### Metal 4

Scale bar: 20 um.
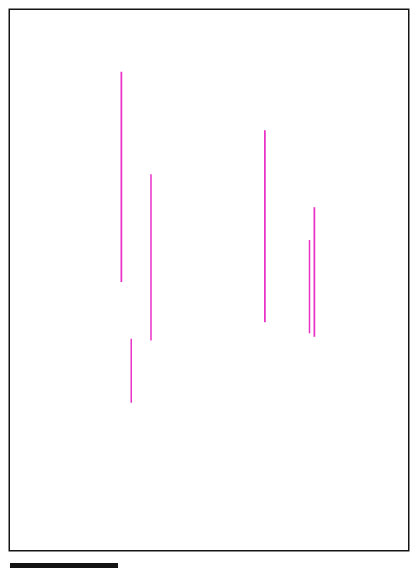
### Signal wires by layer

Two of the layers only.
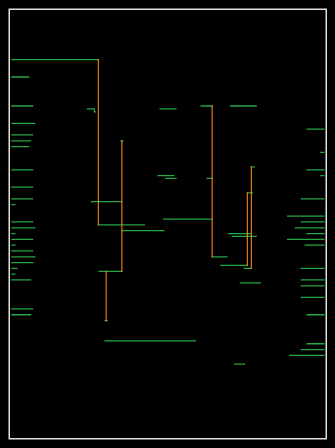
### Selected gate families

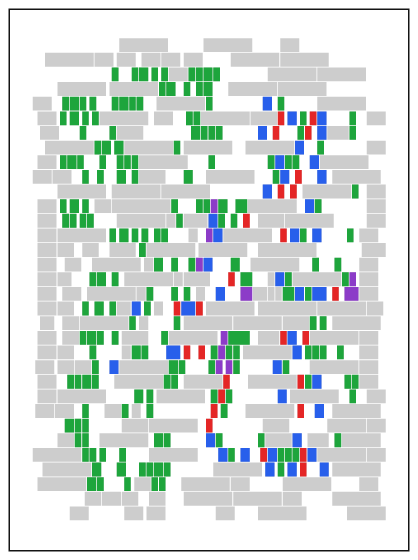
<file path="config.mk">
export PLATFORM = sky130hd
export DESIGN_NAME = serial_adder_flat
export DESIGN_NICKNAME = d
export VERILOG_FILES = /design/src/rtl/serial_adder_if.sv /design/src/rtl/serial_adder.sv /design/src/flat_wrapper.sv
export SDC_FILE = /design/constraint.sdc
export NUM_CORES = 1
export LEC_CHECK = 0
export ABC_AREA = 1
export CAP_MARGIN = 20
export CORE_ASPECT_RATIO = 1.4
export CORE_MARGIN = 4
export CORE_UTILIZATION = 52
export DETAILED_ROUTE_END_ITERATION = 7
export GPL_TIMING_DRIVEN = 0
export PLACE_DENSITY = 0.76
export SLEW_MARGIN = 40
export SYNTH_ARGS = -nofsm -noshare
export SYNTH_HDL_FRONTEND = slang
export SYNTH_SLANG_ARGS = --single-unit
</file>
<file path="constraint.sdc">
create_clock -name clk -period 2.06 [get_ports clk]
set_clock_uncertainty 0.15 [all_clocks]
set_input_delay 0.515 -clock clk [delete_from_list [all_inputs] [get_ports clk]]
set_output_delay 0.515 -clock clk [all_outputs]
set_load 0.005 [all_outputs]
</file>
<file path="src/rtl/serial_adder_if.sv">
// Handshake and operand/result bundle between an operand producer and serial_adder.
// Latency: none (wires only).
// Backpressure: carries in_valid/in_ready and out_valid/out_ready; no buffering here.
// Ports (signals): in_valid/in_ready, a, b, cin, sub on the operand side;
//                  out_valid/out_ready, sum, cout, ovf on the result side.
interface serial_adder_if #(
    parameter int WIDTH = 16
);
    logic             in_valid;
    logic             in_ready;
    logic [WIDTH-1:0] a;
    logic [WIDTH-1:0] b;
    logic             cin;
    logic             sub;
    logic             out_valid;
    logic             out_ready;
    logic [WIDTH-1:0] sum;
    logic             cout;
    logic             ovf;

    // Producer/consumer side (testbench or upstream datapath).
    modport master (
        output in_valid, a, b, cin, sub, out_ready,
        input  in_ready, out_valid, sum, cout, ovf
    );

    // Adder side.
    modport slave (
        input  in_valid, a, b, cin, sub, out_ready,
        output in_ready, out_valid, sum, cout, ovf
    );
endinterface

</file>
<file path="src/rtl/serial_adder.sv">
// Multi-cycle add/subtract of WIDTH-bit operands through one DIGIT-bit ripple slice.
// Latency: operand accepted at edge E0, out_valid rises after edge E0+WIDTH/DIGIT.
// Backpressure: one operation in flight; in_ready low from accept until result handshake.
// Ports: clk, rst_n (async active-low); bus (slave modport) carries the operand
//        handshake (in_valid/in_ready, a, b, cin, sub) and the result handshake
//        (out_valid/out_ready, sum, cout, ovf).
module serial_adder #(
    parameter int WIDTH = 16,
    parameter int DIGIT = 1
) (
    input  logic           clk,
    input  logic           rst_n,
    serial_adder_if.slave  bus
);
    localparam int STEPS = WIDTH / DIGIT;
    localparam int SW    = (STEPS > 1) ? $clog2(STEPS) : 1;

    typedef enum logic [1:0] {
        IDLE = 2'd0,
        RUN  = 2'd1,
        DONE = 2'd2
    } state_t;

    state_t           state_q, state_d;
    logic [WIDTH-1:0] a_q, a_d;
    logic [WIDTH-1:0] b_q, b_d;
    logic [WIDTH-1:0] res_q, res_d;     // partial result, filled from the MSB side
    logic [WIDTH-1:0] sum_q, sum_d;     // published result, only updated on completion
    logic             carry_q, carry_d;
    logic             cout_q, cout_d;
    logic             ovf_q, ovf_d;
    logic [SW-1:0]    step_q, step_d;

    logic [DIGIT:0]   slice;
    logic             cmsb;
    logic [WIDTH-1:0] res_shift;
    logic             last_step;

    assign slice = {1'b0, a_q[DIGIT-1:0]} + {1'b0, b_q[DIGIT-1:0]} + {{DIGIT{1'b0}}, carry_q};

    // Carry into the top bit of the slice recovered as a ^ b ^ s of that bit;
    // on the last step this is the carry into the operand MSB.
    assign cmsb = a_q[DIGIT-1] ^ b_q[DIGIT-1] ^ slice[DIGIT-1];

    // Written as a shift of the concatenation so DIGIT == WIDTH needs no special case.
    assign res_shift = WIDTH'({slice[DIGIT-1:0], res_q} >> DIGIT);

    assign last_step = (step_q == SW'(STEPS - 1));

    always_ff @(posedge clk or negedge rst_n) begin
        if (!rst_n) begin
            state_q <= IDLE;
            a_q     <= '0;
            b_q     <= '0;
            res_q   <= '0;
            sum_q   <= '0;
            carry_q <= 1'b0;
            cout_q  <= 1'b0;
            ovf_q   <= 1'b0;
            step_q  <= '0;
        end else begin
            state_q <= state_d;
            a_q     <= a_d;
            b_q     <= b_d;
            res_q   <= res_d;
            sum_q   <= sum_d;
            carry_q <= carry_d;
            cout_q  <= cout_d;
            ovf_q   <= ovf_d;
            step_q  <= step_d;
        end
    end

    always_comb begin
        state_d = state_q;
        a_d     = a_q;
        b_d     = b_q;
        res_d   = res_q;
        sum_d   = sum_q;
        carry_d = carry_q;
        cout_d  = cout_q;
        ovf_d   = ovf_q;
        step_d  = step_q;

        case (state_q)
            IDLE: begin
                if (bus.in_valid) begin
                    // Subtraction as A + ~B + 1; cin is deliberately ignored.
                    a_d     = bus.a;
                    b_d     = bus.sub ? ~bus.b : bus.b;
                    carry_d = bus.sub ? 1'b1 : bus.cin;
                    step_d  = '0;
                    state_d = RUN;
                end
            end
            RUN: begin
                a_d     = a_q >> DIGIT;
                b_d     = b_q >> DIGIT;
                res_d   = res_shift;
                carry_d = slice[DIGIT];
                step_d  = step_q + SW'(1);
                if (last_step) begin
                    sum_d   = res_shift;
                    cout_d  = slice[DIGIT];
                    ovf_d   = cmsb ^ slice[DIGIT];
                    state_d = DONE;
                end
            end
            DONE: begin
                if (bus.out_ready) begin
                    state_d = IDLE;
                end
            end
            default: begin
                state_d = IDLE;
            end
        endcase
    end

    // in_ready is gated by rst_n so it drops the moment reset asserts.
    assign bus.in_ready  = rst_n && (state_q == IDLE);
    assign bus.out_valid = (state_q == DONE);
    assign bus.sum       = sum_q;
    assign bus.cout      = cout_q;
    assign bus.ovf       = ovf_q;

endmodule
</file>
<file path="src/flat_wrapper.sv">
// flat-port wrapper written by rule: the top's interface ports become plain ports
module serial_adder_flat 
#(
    parameter int WIDTH = 16,
    parameter int DIGIT = 1
)
  (clk, rst_n, bus_in_valid, bus_a, bus_b, bus_cin, bus_sub, bus_out_ready, bus_in_ready, bus_out_valid, bus_sum, bus_cout, bus_ovf);
  serial_adder_if #(.WIDTH(WIDTH)) bus_i ();
  input  logic clk;
  input  logic rst_n;
  input wire logic [$bits(bus_i.in_valid)-1:0] bus_in_valid;
  input wire logic [$bits(bus_i.a)-1:0] bus_a;
  input wire logic [$bits(bus_i.b)-1:0] bus_b;
  input wire logic [$bits(bus_i.cin)-1:0] bus_cin;
  input wire logic [$bits(bus_i.sub)-1:0] bus_sub;
  input wire logic [$bits(bus_i.out_ready)-1:0] bus_out_ready;
  output wire logic [$bits(bus_i.in_ready)-1:0] bus_in_ready;
  output wire logic [$bits(bus_i.out_valid)-1:0] bus_out_valid;
  output wire logic [$bits(bus_i.sum)-1:0] bus_sum;
  output wire logic [$bits(bus_i.cout)-1:0] bus_cout;
  output wire logic [$bits(bus_i.ovf)-1:0] bus_ovf;
  assign bus_i.in_valid = bus_in_valid;
  assign bus_i.a = bus_a;
  assign bus_i.b = bus_b;
  assign bus_i.cin = bus_cin;
  assign bus_i.sub = bus_sub;
  assign bus_i.out_ready = bus_out_ready;
  assign bus_in_ready = bus_i.in_ready;
  assign bus_out_valid = bus_i.out_valid;
  assign bus_sum = bus_i.sum;
  assign bus_cout = bus_i.cout;
  assign bus_ovf = bus_i.ovf;
  serial_adder #(.WIDTH(WIDTH), .DIGIT(DIGIT)) u_core (.clk(clk), .rst_n(rst_n), .bus(bus_i));
endmodule
</file>
==> impl_metrics.json <==
{
  "top_cells_by_count": "nand2_1, dfrtp_1, nand3_1, inv_1, o21ai_0",
  "synthArstFlopShare_pct": 100,
  "ir_drop_uv": 591,
  "tightest_slew_ns": 0.422,
  "synthTopCellsByArea": "dfrtp_1, nand2_1, nand3_1",
  "cp_cell_sequence": "clkdlybuf4s50_1",
  "yosysMostFrequentCell": "nand2_1",
  "die_w_um": 74.0,
  "use_met1_pct": 23.7,
  "top_layer": "met4",
  "htree_levels": 3,
  "slowest_delay_ns": 0.51,
  "cts_tree": "built",
  "power_frac_seq_pct": 42.0,
  "hold-path-endpoint": "u_core.a_q[15]$_DFFE_PN0P_",
  "fmax_mhz": 533,
  "worst_ep_arrival_time_ns": 1.21,
  "clkTransAtPathRegs_ns": 0.07,
  "cp_num_buf_inv": 1,
  "outcome": "finished clean",
  "p_seq_uw": 2290,
  "ys_ff": 72,
  "crit_type": "register to output port",
  "rsz0062_at_grt": "false",
  "cp-end-kind": "output port",
  "clk_path_buf_depth": 2,
  "coreArea_um2": 5900,
  "antenna_found_initial": 0,
  "yosys_warnings": 0,
  "holdWs_ns": 0.322,
  "required_ns": 1.39
}
-- 'Metal 4' (at the start) --
- share of all routed wire: 2.4%
- main direction: vertical
- wire length on this layer: 157 um
- nets with wire on the layer: 4
- longest straight run: 38.8 um

-- 'Signal wires by layer' (at the start) --
- metal 3: green (wire length 321 um)
- metal 4: orange (wire length 157 um)

-- 'Selected gate families' (at the start) --
- nor cells: purple (cells 10; where centre)
- aoi and oai cells: blue (cells 40)
- inv cells: red (cells 26)
- nand cells: green (cells 183)

-- cells in the final DEF (no fill, tap or decap), drive strengths merged, types with 2 or more instances in the layout --
master,Yosys,layout
nand2,151,151
dfrtp,72,72
clkdlybuf4s50,0,53
o21ai,36,36
nand3,31,31
inv,26,26
buf,13,17
xor2,15,15
clkbuf,4,15
nor2,9,9
bufinv,0,3
o211ai,2,2
-- sequential cells by signal, indices dropped and copies added, names as in the netlist --
| signal | flops |
|---|---|
| u_core.a_q | 16 |
| u_core.b_q | 16 |
| u_core.bus.cout | 1 |
| u_core.bus.ovf | 1 |
| u_core.bus.sum | 16 |
| u_core.carry_q | 1 |
| u_core.res_q | 15 |
| u_core.state_q | 2 |
| u_core.step_q | 4 |
-- timing repair --
item	4_1_cts	5_1_grt
endpoints found under the hold margin	35	0
resized	3	1
hold buffers	2	0
endpoints found under the setup margin	2	1
setup buffers	1	0
-- layout make-up --
cell class	count	area, um^2
repair buffers	60	629
plain buffers	17	105
multi-input cells	251	1160
flip-flops and latches	72	1800
fillers	489	1760
well taps	70	87.6
clock inverters	5	103
inverters	26	97.6
clock buffers	11	151
-- logic make-up after synthesis --
| family | Yosys count |
|---|---|
| AND/OR/NAND/NOR | 193 |
| adder cells (fa/ha/maj) | 2 |
| flip-flops | 72 |
| buffers and inverters | 43 |
| AND-OR/OR-AND | 40 |
| XOR/XNOR | 16 |
-- metrics by stage --
stage	total power (uW)	TNS [ns]	instance area, um^2	utilization (%)
after global placement	4000	-153.08	3820	64.7
after detailed placement	4070	-0.191	3840	65.0
final	5450	0	4140	70.1
after global routing	5860	0	4140	70.1
after CTS	5500	0	4140	70.1
after floorplan	3360	0	3170	-
No activity file was given, so power comes from the tool's default toggle rates.
